[config.mk]
export PLATFORM = sky130hd
export DESIGN_NAME = cp0_exc_unit_flat
export DESIGN_NICKNAME = d
export VERILOG_FILES = /design/src/rtl/cp0_exc_if.sv /design/src/rtl/cp0_exc_unit.sv /design/src/flat_wrapper.sv
export SDC_FILE = /design/constraint.sdc
export NUM_CORES = 1
export LEC_CHECK = 0
export CAP_MARGIN = 10
export CELL_PAD_IN_SITES_DETAIL_PLACEMENT = 1
export CELL_PAD_IN_SITES_GLOBAL_PLACEMENT = 1
export CORE_ASPECT_RATIO = 0.5
export CORE_MARGIN = 2
export CORE_UTILIZATION = 30
export DETAILED_ROUTE_END_ITERATION = 6
export DONT_BUFFER_PORTS = 1
export GPL_TIMING_DRIVEN = 0
export PLACE_DENSITY = 0.54
export SLEW_MARGIN = 10
export SYNTH_ARGS = -nofsm -noshare
export SYNTH_HDL_FRONTEND = slang
export SYNTH_SLANG_ARGS = --single-unit
export TNS_END_PERCENT = 5
[constraint.sdc]
create_clock -name clk -period 2.85 [get_ports clk]
set_clock_uncertainty 0.1 [all_clocks]
set_input_delay 0.57 -clock clk [delete_from_list [all_inputs] [get_ports clk]]
set_output_delay 0.57 -clock clk [all_outputs]
set_load 0.01 [all_outputs]
[src/rtl/cp0_exc_if.sv]
// Pipeline-to-CP0 exception and register-access bundle.
// The pipeline drives M-stage metadata and mtc0/mfc0 requests; CP0 answers.
interface cp0_exc_if;
  logic [31:0] I_pc;
  logic        I_valid;
  logic [4:0]  I_ex;
  logic        I_bd;
  logic        I_eret;
  logic [5:0]  hwint;
  logic [4:0]  A1;
  logic [4:0]  A2;
  logic [31:0] DIn;
  logic        we;
  logic [31:0] DOut;
  logic        O_req;
  logic [31:0] O_npc;
  logic [31:0] O_epc;
  logic        O_exl;

  modport master (
    output I_pc, I_valid, I_ex, I_bd, I_eret,
    output hwint, A1, A2, DIn, we,
    input  DOut, O_req, O_npc, O_epc, O_exl
  );

  modport slave (
    input  I_pc, I_valid, I_ex, I_bd, I_eret,
    input  hwint, A1, A2, DIn, we,
    output DOut, O_req, O_npc, O_epc, O_exl
  );
endinterface

[src/rtl/cp0_exc_unit.sv]
// CP0 exception responder: interrupt/exception arbitration,
// SR/Cause/EPC state, flush request and mfc0/mtc0 access.
module cp0_exc_unit #(
  parameter logic [31:0] HANDLER_ADDR = 32'h0000_4180,
  parameter logic [31:0] PRID_VAL     = 32'h0000_0000
) (
  input logic     clk,
  input logic     reset,
  cp0_exc_if.slave bus
);

  logic [5:0]  im;
  logic        exl;
  logic        ie;
  logic        bd;
  logic [5:0]  ip;
  logic [4:0]  exc_code;
  logic [31:0] epc;

  logic [31:0] sr;
  logic [31:0] cause;
  logic [31:0] pc_al;
  logic [31:0] epc_next;
  logic        int_pend;
  logic        exc_pend;
  logic        req;
  logic        do_eret;
  logic        do_mtc0;
  logic [31:0] dout;

  assign sr    = {16'b0, im, 8'b0, exl, ie};
  assign cause = {bd, 15'b0, ip, 3'b0, exc_code, 2'b0};

  assign int_pend = ie & ~exl & (|(bus.hwint & im));
  assign exc_pend = (bus.I_ex != 5'd0) & ~exl;
  assign req      = bus.I_valid & (int_pend | exc_pend);

  assign do_eret = bus.I_valid & bus.I_eret & ~req;
  assign do_mtc0 = bus.I_valid & bus.we & ~req & ~bus.I_eret;

  // Delay-slot faults restart at the branch, one word back.
  assign pc_al    = {bus.I_pc[31:2], 2'b00};
  assign epc_next = bus.I_bd ? pc_al - 32'd4 : pc_al;

  always_ff @(posedge clk) begin
    if (reset) begin
      im       <= '0;
      exl      <= 1'b0;
      ie       <= 1'b0;
      bd       <= 1'b0;
      ip       <= '0;
      exc_code <= '0;
      epc      <= '0;
    end else begin
      ip <= bus.hwint;
      if (req) begin
        exl      <= 1'b1;
        exc_code <= int_pend ? 5'd0 : bus.I_ex;
        bd       <= bus.I_bd;
        epc      <= epc_next;
      end else if (do_eret) begin
        exl <= 1'b0;
      end else if (do_mtc0) begin
        if (bus.A2 == 5'd12) begin
          im  <= bus.DIn[15:10];
          exl <= bus.DIn[1];
          ie  <= bus.DIn[0];
        end
        if (bus.A2 == 5'd14) begin
          epc <= {bus.DIn[31:2], 2'b00};
        end
      end
    end
  end

  always_comb begin
    dout = '0;
    case (bus.A1)
      5'd12:   dout = sr;
      5'd13:   dout = cause;
      5'd14:   dout = epc;
      5'd15:   dout = PRID_VAL;
      default: dout = '0;
    endcase
  end

  assign bus.DOut  = dout;
  assign bus.O_req = req;
  assign bus.O_npc = HANDLER_ADDR;
  assign bus.O_epc = epc;
  assign bus.O_exl = exl;

endmodule

[src/flat_wrapper.sv]
// flat-port wrapper written by rule: the top's interface ports become plain ports
module cp0_exc_unit_flat 
#(
  parameter logic [31:0] HANDLER_ADDR = 32'h0000_4180,
  parameter logic [31:0] PRID_VAL     = 32'h0000_0000
)
  (clk, reset, bus_I_pc, bus_I_valid, bus_I_ex, bus_I_bd, bus_I_eret, bus_hwint, bus_A1, bus_A2, bus_DIn, bus_we, bus_DOut, bus_O_req, bus_O_npc, bus_O_epc, bus_O_exl);
  cp0_exc_if bus_i ();
  input logic clk;
  input logic reset;
  input wire logic [$bits(bus_i.I_pc)-1:0] bus_I_pc;
  input wire logic [$bits(bus_i.I_valid)-1:0] bus_I_valid;
  input wire logic [$bits(bus_i.I_ex)-1:0] bus_I_ex;
  input wire logic [$bits(bus_i.I_bd)-1:0] bus_I_bd;
  input wire logic [$bits(bus_i.I_eret)-1:0] bus_I_eret;
  input wire logic [$bits(bus_i.hwint)-1:0] bus_hwint;
  input wire logic [$bits(bus_i.A1)-1:0] bus_A1;
  input wire logic [$bits(bus_i.A2)-1:0] bus_A2;
  input wire logic [$bits(bus_i.DIn)-1:0] bus_DIn;
  input wire logic [$bits(bus_i.we)-1:0] bus_we;
  output wire logic [$bits(bus_i.DOut)-1:0] bus_DOut;
  output wire logic [$bits(bus_i.O_req)-1:0] bus_O_req;
  output wire logic [$bits(bus_i.O_npc)-1:0] bus_O_npc;
  output wire logic [$bits(bus_i.O_epc)-1:0] bus_O_epc;
  output wire logic [$bits(bus_i.O_exl)-1:0] bus_O_exl;
  assign bus_i.I_pc = bus_I_pc;
  assign bus_i.I_valid = bus_I_valid;
  assign bus_i.I_ex = bus_I_ex;
  assign bus_i.I_bd = bus_I_bd;
  assign bus_i.I_eret = bus_I_eret;
  assign bus_i.hwint = bus_hwint;
  assign bus_i.A1 = bus_A1;
  assign bus_i.A2 = bus_A2;
  assign bus_i.DIn = bus_DIn;
  assign bus_i.we = bus_we;
  assign bus_DOut = bus_i.DOut;
  assign bus_O_req = bus_i.O_req;
  assign bus_O_npc = bus_i.O_npc;
  assign bus_O_epc = bus_i.O_epc;
  assign bus_O_exl = bus_i.O_exl;
  cp0_exc_unit #(.HANDLER_ADDR(HANDLER_ADDR), .PRID_VAL(PRID_VAL)) u_core (.clk(clk), .reset(reset), .bus(bus_i));
endmodule
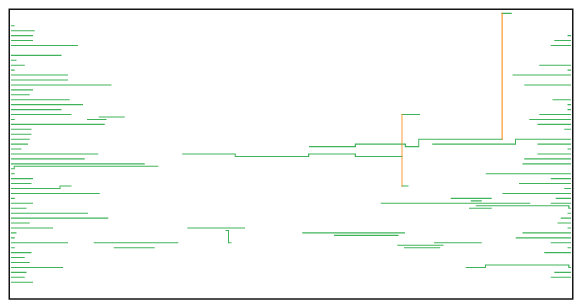
Run 1: signal wires by layer
Two of the layers only.
color	layer	wire length
green	metal 3	1240 um
orange	metal 4	54.4 um

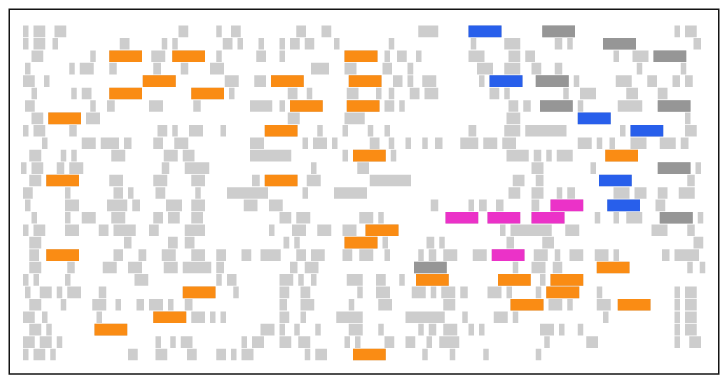
Run 1: register map, names as in the netlist
Other sequential cells in the stronger gray, the rest of the logic in the fainter gray.
color	name in the netlist	placed flops
magenta	`u_core.exc_code`	5
blue	`u_core.im`	6
orange	`u_core.bus.O_epc`	30
post-layout util: 0.353
FF/Latch Area: 1000 sq um
seq pwr: 0.810 mW
fraction of area in registers: 0.257

==> run_results.csv, run 1 <==
group,metric,value,unit
sta,worst_slew_pin_slew,0.787,ns
power,power_density,447,nW/um^2
synth,synthMostInstantiatedCell,"nand2_1",
sta,rsz0062_at_grt,"false",
clock_network,clockRootBuffer,"clkbuf_16",
sta,clock.fmax,0.371,GHz
flow_run,cap_violations,0,
die,row_count,27,
power,ir_drop,0.000170,V
global_routing,busiest_layer,"met2",
layout,layoutNonFillerInstCount,611,
detailed_routing,drc,0,
layout,area.combinational,2140,sq um
detailed_routing,routedWlPerCell,20.1,um
sta,min_period_over_period,0.945,
detailed_routing,num_vias,3111,
global_routing,grt.met3_usage,0.0722,
flow_run,tool_warnings,28,
synth,postSynthCellCount,426,
synth,synth_flops,50,
global_routing,grt_pass1_wl,18.2,mm
synth,top_area_frac,0.293,
worst_setup_path,crit_fanout,10,
synth,async_flop_share,0,
synth,area_leaders,"dfxtp_1 (29%), nand2_1 (8.5%), buf_4 (7.5%), mux2i_1 (3.8%), and2_1 (3.7%)",
synth,edf_count,0,
worst_setup_path,reg2reg_depth,7,
layout,drive_gt1_frac,0.161,
worst_setup_path,crit_path_end_kind,"primary output",
run_status,outcome,"finished clean",
sta,finalHoldViolations,0,
worst_hold_path,hp-class,"input pin to flop",
clock_network,cts_htree_levels,2,
detailed_routing,top_layer,"met4",
synth,top_cells_by_count,"nand2_1 (77), dfxtp_1 (50), buf_4 (34), nor2_1 (26), a21oi_1 (21)",
clock_network,cts_buffer_depth,2,
synth,flop_cell,"dfxtp_1",
power,top_power_group,"sequential cells",
global_routing,antenna_found_initial,0,
layout,largest_reg_flops,30,
global_routing,met1_usage,0.269,
sta,setup_ws,0.156,ns
detailed_routing,drtPass1Iterations,4,
power,p_comb,0.277,mW
power,combinationalPowerShare,0.159,
synth,syn_area,3420,sq um
layout,finalNetCount,557,
global_routing,use_met2,0.309,
layout,layout_top_cell,"nand2_1",
placement,dp.cells,603,
die,dieArea,12300,sq um
sta,slew_headroom,0.473,
global_routing,grtUsageTotal,0.198,
power,intPower,1.25,mW
worst_setup_path,slowest_delay,0.33,ns
global_routing,grt_overflow,0,
worst_setup_path,crit_arrival,2.02,ns
worst_hold_path,hold_path_depth,1,
die,floorplan.core_util,0.309,
clock_network,cts_made_buffers,5,
detailed_routing,dr_wl_met3,1.24,mm
die,die_height,79.5,um
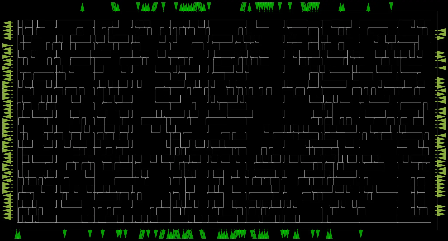
Run 1: cell placement
num tapcells: 145
fillers: 1367
seq_cells: 50
core area: 11000 sq um

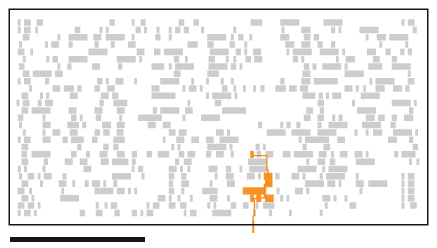
Run 1: wires at chosen ports, followed through buffers
Bar = 50 um.
color	port	direction	end cells	buffers	wire
orange	`bus_I_bd`	input	7	0	39.9 um

run 1: cell families after synthesis:
logic type | count (synthesis) | synth area share
AND-OR/OR-AND | 74 | 0.158
XOR/XNOR | 27 | 0.0692
adder cells (fa/ha/maj) | 1 | 0.00366
buffers and inverters | 64 | 0.120
flip-flops | 50 | 0.293
multiplexers | 13 | 0.0381
other | 2 | 0.00220
AND/OR/NAND/NOR | 195 | 0.316
run 1: worst max-delay path, delay by kind of cell:
family	cells	cell delay (ns)
and+or+nand+nor	4	0.89
buffers and inverters	2	0.56
run 1: final cells by class:
class / count / area share
Multi-Input combinational cell: 344 / 0.548
Sequential cell: 50 / 0.257
Buffer: 58 / 0.0998
Clock buffer: 7 / 0.0392
Tap cell: 145 / 0.0465
Clock inverter: 1 / 0.00225
Inverter: 6 / 0.00706
run 1: metrics by stage:
stage | TNS [ns] | total power [mW] | hold WS [ns] | instance area [sq um]
3_5_place_dp | -6.61 | 1.10 | 0.354 | 3720
3_3_place_gp | -5.78 | 1.10 | 0.342 | 3720
4_1_cts | 0 | 1.77 | 0.300 | 3890
5_1_grt | 0 | 1.84 | 0.299 | 3900
2_1_floorplan | 0 | 1.03 | 0.332 | 3540
6_report | 0 | 1.74 | 0.305 | 3900
run 1: worst paths after layout:
| kind | startpoint | to | slack [ns] |
|---|---|---|---|
| worst max-delay path | bus_A1[3] | bus_DOut[20] | 0.16 |
| worst max register to register | u_core.im[0]$_SDFFE_PP0P_ | u_core.bus.O_epc[6]$_SDFFE_PP0P_ | 0.60 |
| worst min-delay path | bus_hwint[4] | u_core.ip[4]$_SDFF_PP0_ | 0.31 |
| worst min register to register | u_core.bd$_SDFFE_PP0N_ | u_core.bd$_SDFFE_PP0N_ | 0.36 |
==> inputs of run 2 (changes only) <==
--- a/config.mk
+++ b/config.mk
@@ -5,7 +5,6 @@
 export SDC_FILE = /design/constraint.sdc
 export NUM_CORES = 1
 export LEC_CHECK = 0
-export CAP_MARGIN = 10
 export CELL_PAD_IN_SITES_DETAIL_PLACEMENT = 1
 export CELL_PAD_IN_SITES_GLOBAL_PLACEMENT = 1
 export CORE_ASPECT_RATIO = 0.5
@@ -15,6 +14,7 @@
 export DONT_BUFFER_PORTS = 1
 export GPL_TIMING_DRIVEN = 0
 export PLACE_DENSITY = 0.54
+export SKIP_LAST_GASP = 1
 export SLEW_MARGIN = 10
 export SYNTH_ARGS = -nofsm -noshare
 export SYNTH_HDL_FRONTEND = slang
==> constraint.sdc (replaced) <==
create_clock -name clk -period 2.85 [get_ports clk]
set_clock_uncertainty 0.1 [all_clocks]
set_input_delay 0.855 -clock clk [delete_from_list [all_inputs] [get_ports clk]]
set_output_delay 0.855 -clock clk [all_outputs]
set_load 0.01 [all_outputs]
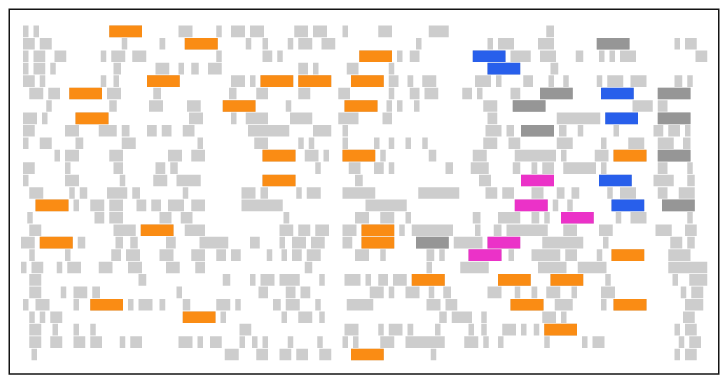
Run 2: register map, names as in the netlist
Other sequential cells in the stronger gray, the rest of the logic in the fainter gray.
fraction of area in registers: 0.239
seq pwr: 0.813 mW
post-layout util: 0.378

==> run 2 against run 1 <==
Against the previous run: cell area up 7.3%; critical path depth decreased by 1; die size unchanged; global-route usage is 0.69 points higher; total power rose by 1.7%; register-to-register slack better by 0.08 ns; critical path type unchanged; highest routed layer unchanged.
==> run_results.csv, run 2 <==
group,metric,value,unit
run_status,outcome,"finished clean",
detailed_routing,drtPass1Iterations,4,
power,intPower,1.26,mW
synth,top_area_frac,0.293,
sta,min_period_over_period,0.985,
power,top_power_group,"sequential cells",
layout,finalNetCount,564,
flow_run,tool_warnings,31,
detailed_routing,drc,0,
synth,logic_family,"simple AND/OR/NAND/NOR gates",
synth,simple_gate_area_frac,0.316,
detailed_routing,num_vias,3146,
synth,adder_share,0.00366,
die,dieArea,12300,sq um
synth,yosys.cell_types.count,58,
clock_network,clockRootBuffer,"clkbuf_16",
synth,flop_cell,"dfxtp_1",
layout,layoutNonFillerInstCount,618,
worst_hold_path,hp-class,"flop to flop",
sta,setup_ws,0.0418,ns
worst_setup_path,cp_slowest_cell,"or3_4",
layout,postLayoutCellArea,4180,sq um
synth,synth_compound_gate_area_share,0.158,
sta,slew_headroom,0.460,
synth,ys_sh_mux,0.0381,
power,power,1.77,mW
global_routing,grt_pass1_wl,18.8,mm
detailed_routing,vias_per_cell,5.09,
die,row_count,27,
synth,async_flop_share,0,
layout,layout_top_cell,"nand2_1",
worst_setup_path,reg2reg_depth,8,
layout,largest_reg_flops,30,
die,floorplan.core_util,0.309,
placement,io_buffers,0,
synth,edf_count,0,
placement,dp.cells,603,
detailed_routing,routedWlPerCell,20.4,um
global_routing,grt_overflow,0,
worst_hold_path,hold_path_depth,2,
power,combinationalPowerShare,0.164,
worst_setup_path,slowest_delay,0.40,ns
synth,xor_share,0.0692,
synth,syn_area,3420,sq um
power,power_density,423,nW/um^2
power,p_comb,0.291,mW
worst_setup_path,crit_family,"simple AND/OR/NAND/NOR gates",
clock_network,cts_made_buffers,5,
worst_setup_path,crit_path_end_kind,"primary output",
worst_setup_path,crit_fanout,6,
power,swShare,0.289,
worst_setup_path,path_class,"input pin to primary output",
sta,finalHoldViolations,0,
clock_network,cts_htree_levels,2,
sta,worst_slew_pin_slew,0.805,ns
global_routing,grtUsageTotal,0.205,
worst_setup_path,path_depth,5,
worst_setup_path,crit_arrival,1.85,ns
placement,placed_area,3730,sq um
clock_network,cts_buffer_depth,2,
synth,top_cells_by_count,"nand2_1 (77), dfxtp_1 (50), buf_4 (34), nor2_1 (26), a21oi_1 (21)",
worst_setup_path,crit_buf_inv,2,
layout,drive_gt1_frac,0.235,
clock_network,holdBufCountCts,0,
sta,rsz0062_at_grt,"true",
power,ir_drop,0.000171,V
synth,postSynthCellCount,426,
flow_run,cap_violations,0,
die,core,11000,sq um
global_routing,antenna_found_initial,0,
sta,clock.fmax,0.356,GHz
power,seq_power_share,0.459,
synth,area_leaders,"dfxtp_1 (29%), nand2_1 (8.5%), buf_4 (7.5%), mux2i_1 (3.8%), and2_1 (3.7%)",
die,die_height,79.5,um
synth,synthMostInstantiatedCell,"nand2_1",
synth,synth_flops,50,
## run 2: cell counts after synthesis
Identical to the previous run, type by type.
## run 2: final timing paths
kind                                  start  slack, ns                                to
hold reg to reg      u_core.bd$_SDFFE_PP0N_       0.38            u_core.bd$_SDFFE_PP0N_
hold / removal       u_core.bd$_SDFFE_PP0N_       0.38            u_core.bd$_SDFFE_PP0N_
setup reg to reg  u_core.im[0]$_SDFFE_PP0P_       0.68  u_core.bus.O_epc[6]$_SDFFE_PP0P_
setup / recovery                  bus_A1[0]       0.04                      bus_DOut[23]
## run 2: through the flow
step	setup TNS [ns]	hold WS [ns]
finish	0	0.375
global placement	-15.40	0.342
floorplan	-0.933	0.332
global route	-0.0221	0.394
detailed placement	-16.44	0.350
CTS	-0.111	0.375
## run 2: timing repair
item,4_1_cts,5_1_grt
pin swaps,4,4
buffers inserted,6,0
endpoints found under the setup margin,32,32
gates cloned,2,0
gates resized,43,2
## run 2: cell type report
cell class / count / area (sq um)
clock inverters: 1 / 8.76
plain buffers: 57 / 434
multi-input cells: 344 / 2280
inverters: 6 / 27.5
clock buffers: 7 / 153
well taps: 145 / 181
flip-flops and latches: 50 / 1000
fillers: 1303 / 6870
repair buffers: 8 / 96.3
## run 2: logic make-up (layout without fill, tap and decap cells)
kind of cell	count (synthesis)	count (layout)
flops	50	50
mux	13	13
other cells	2	34
fa+ha+maj	1	1
xor+xnor	27	27
buf+inv	64	79
compound gates	74	74
simple gates	195	195
## run 2: metal layers
layer,GRT usage,wire length (um)
met5,0,0
met4,0.0250,57
met3,0.0744,1200
met2,0.333,5610
met1,0.268,5730
## run 2: worst min-delay path: stages (launching register included)
cell and delay [ns]:
dfxtp_1 0.32, nand2_1 0.05, a21oi_1 0.05
==> inputs of run 3 (changes only) <==
--- a/config.mk
+++ b/config.mk
@@ -10,9 +10,11 @@
 export CORE_ASPECT_RATIO = 0.5
 export CORE_MARGIN = 2
 export CORE_UTILIZATION = 30
+export CTS_CLUSTER_DIAMETER = 100
 export DETAILED_ROUTE_END_ITERATION = 6
 export DONT_BUFFER_PORTS = 1
 export GPL_TIMING_DRIVEN = 0
+export MAX_ROUTING_LAYER = met4
 export PLACE_DENSITY = 0.54
 export SKIP_LAST_GASP = 1
 export SLEW_MARGIN = 10
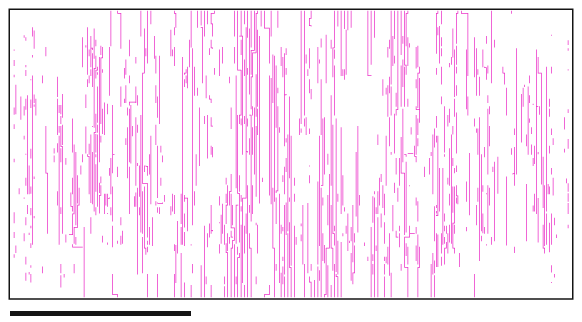
Run 3: met2 routing
Bar = 50 um.
nets with wire on the layer	488
longest straight run	51.7 um
met2 GRT Util: 0.334
Vias: 3128
final wirelength: 12.6 mm

==> run 3 against run 2 <==
Against the previous run: area after synthesis unchanged; cell area did not move; flip-flop count is the same; critical path type unchanged; largest cell class unchanged; largest power group unchanged.
==> run_results.csv, run 3 <==
group,metric,value,unit
layout,flop_area,1000,sq um
die,nWellTaps,145,
worst_setup_path,crit_path_end_kind,"primary output",
die,dieArea,12300,sq um
sta,min_period_over_period,0.982,
synth,synthMostInstantiatedCell,"nand2_1",
layout,largest_reg_flops,30,
synth,edf_count,0,
layout,seq_share,0.239,
clock_network,clock_latency,0.29,ns
worst_setup_path,crit_buf_inv,2,
sta,slew_headroom,0.468,
placement,io_buffers,0,
clock_network,cts_htree_levels,2,
layout,nFillCells,1303,
worst_setup_path,crit_arrival,1.84,ns
sta,fin_tns_setup,0,ns
layout,postLayoutCellArea,4180,sq um
global_routing,grtUsageTotal,0.211,
worst_setup_path,path_class,"input pin to primary output",
global_routing,grt_pass1_wl,18.8,mm
synth,flop_cell,"dfxtp_1",
layout,comb_area_frac,0.545,
die,die_height,79.5,um
layout,clock_area_frac,0.0386,
flow_run,tool_warnings,31,
worst_setup_path,crit_start,"bus_A1[0]",
global_routing,grt_overflow,0,
worst_setup_path,crit_family,"simple AND/OR/NAND/NOR gates",
clock_network,cts_buffer_depth,2,
flow_run,cap_violations,0,
detailed_routing,drc,0,
sta,setup_ws,0.0517,ns
detailed_routing,vias_per_cell,5.06,
synth,area_leaders,"dfxtp_1 (29%), nand2_1 (8.5%), buf_4 (7.5%), mux2i_1 (3.8%), and2_1 (3.7%)",
synth,ys_warn_count,0,
die,io_pins,189,
worst_setup_path,crit_fanout,6,
worst_setup_path,reg2reg_depth,8,
detailed_routing,drtPass1Iterations,4,
layout,drive_gt1_frac,0.235,
worst_setup_path,cp_slowest_cell,"or3_4",
placement,placed_area,3730,sq um
run_status,outcome,"finished clean",
layout,layout_top_cell,"nand2_1",
die,floorplan.core_util,0.309,
synth,top_area_frac,0.293,
synth,top_cells_by_count,"nand2_1 (77), dfxtp_1 (50), buf_4 (34), nor2_1 (26), a21oi_1 (21)",
power,ir_drop,0.000172,V
layout,finish.utilization,0.378,
layout,flops,50,
die,core,11000,sq um
sta,rsz0062_at_grt,"true",
clock_network,holdBufCountCts,0,
worst_setup_path,slowest_delay,0.40,ns
layout,comb_cells,344,
power,power_density,424,nW/um^2
clock_network,clockRootBuffer,"clkbuf_16",
synth,syn_area,3420,sq um
synth,synth_flops,50,
worst_hold_path,hold_path_depth,2,
global_routing,antenna_found_initial,0,
die,row_count,27,
synth,async_flop_share,0,
layout,final-nonclk-buf-share,0.127,
layout,area.combinational,2280,sq um
layout,clkbuf_count,7,
synth,syn_avg_cell_area,8.02,sq um
worst_setup_path,timing.rr.start,"u_core.im[0]$_SDFFE_PP0P_",
worst_setup_path,ff2ff_setup_slack,0.67,ns
sta,worst_slew_pin_slew,0.793,ns
sta,clock.fmax,0.357,GHz
layout,buffers,65,
worst_hold_path,hp-class,"flop to flop",
worst_hold_path,hold_path.startpoint,"u_core.exc_code[1]$_SDFFE_PP0N_",
worst_setup_path,crit_path_cell_trace,"or3_4 -> nor2_4 -> buf_12 -> clkbuf_8 -> and2_4",
run 3: cell counts in the layout (fill, tap and decap cells not counted):
Identical to the previous run, type by type.
run 3: worst reg2reg max path: cells and delay by family, from the launching register on:
kind | cells | cell delay, ns
DFF | 1 | 0.34
buffers and inverters | 3 | 0.70
AOI/OAI and AO/OA | 4 | 0.88
and+or+nand+nor | 1 | 0.09
run 3: final timing paths:
check / to
setup / recovery: bus_DOut[24]
hold / removal: u_core.exc_code[1]$_SDFFE_PP0N_
setup reg to reg: u_core.bus.O_epc[6]$_SDFFE_PP0P_
hold reg to reg: u_core.exc_code[1]$_SDFFE_PP0N_
run 3: per-stage QoR:
step	std cells	power, mW	hold slack [ns]
after detailed placement	603	1.10	0.350
after global placement	603	1.10	0.342
after floorplan	458	1.03	0.332
after global routing	618	1.86	0.394
after CTS	618	1.78	0.375
final	618	1.77	0.374
run 3: metal layers:
layer | routed length, um | share of wire | track usage | up-vias
li1 | - | - | - | 1522
met1 | 5790 | 0.46 | 0.272 | 1483
met2 | 5570 | 0.44 | 0.334 | 118
met3 | 1180 | 0.094 | 0.0668 | 5
met4 | 55 | 0.0044 | 0.0250 | 0
met5 | 0 | 0 | - | -
run 3: report_power, final:
part	internal [mW]	switching [mW]
Combinational	0.134	0.157
Sequential	0.748	0.0648
Clock	0.377	0.294
run 3: kinds of logic (layout without fill, tap and decap cells):
family,count (synthesis),after routing,share of synthesized area
fa+ha+maj,1,1,0.00366
flops,50,50,0.293
compound gates,74,74,0.158
other cells,2,34,0.00220
xor+xnor,27,27,0.0692
mux,13,13,0.0381
buf+inv,64,79,0.120
simple gates,195,195,0.316
run 3: repair_timing:
item,4_1_cts,5_1_grt
endpoints found under the setup margin,32,32
gates resized,43,2
buffers inserted,6,0
gates cloned,2,0
pin swaps,4,4
Power is estimated from default activity; no workload was simulated.
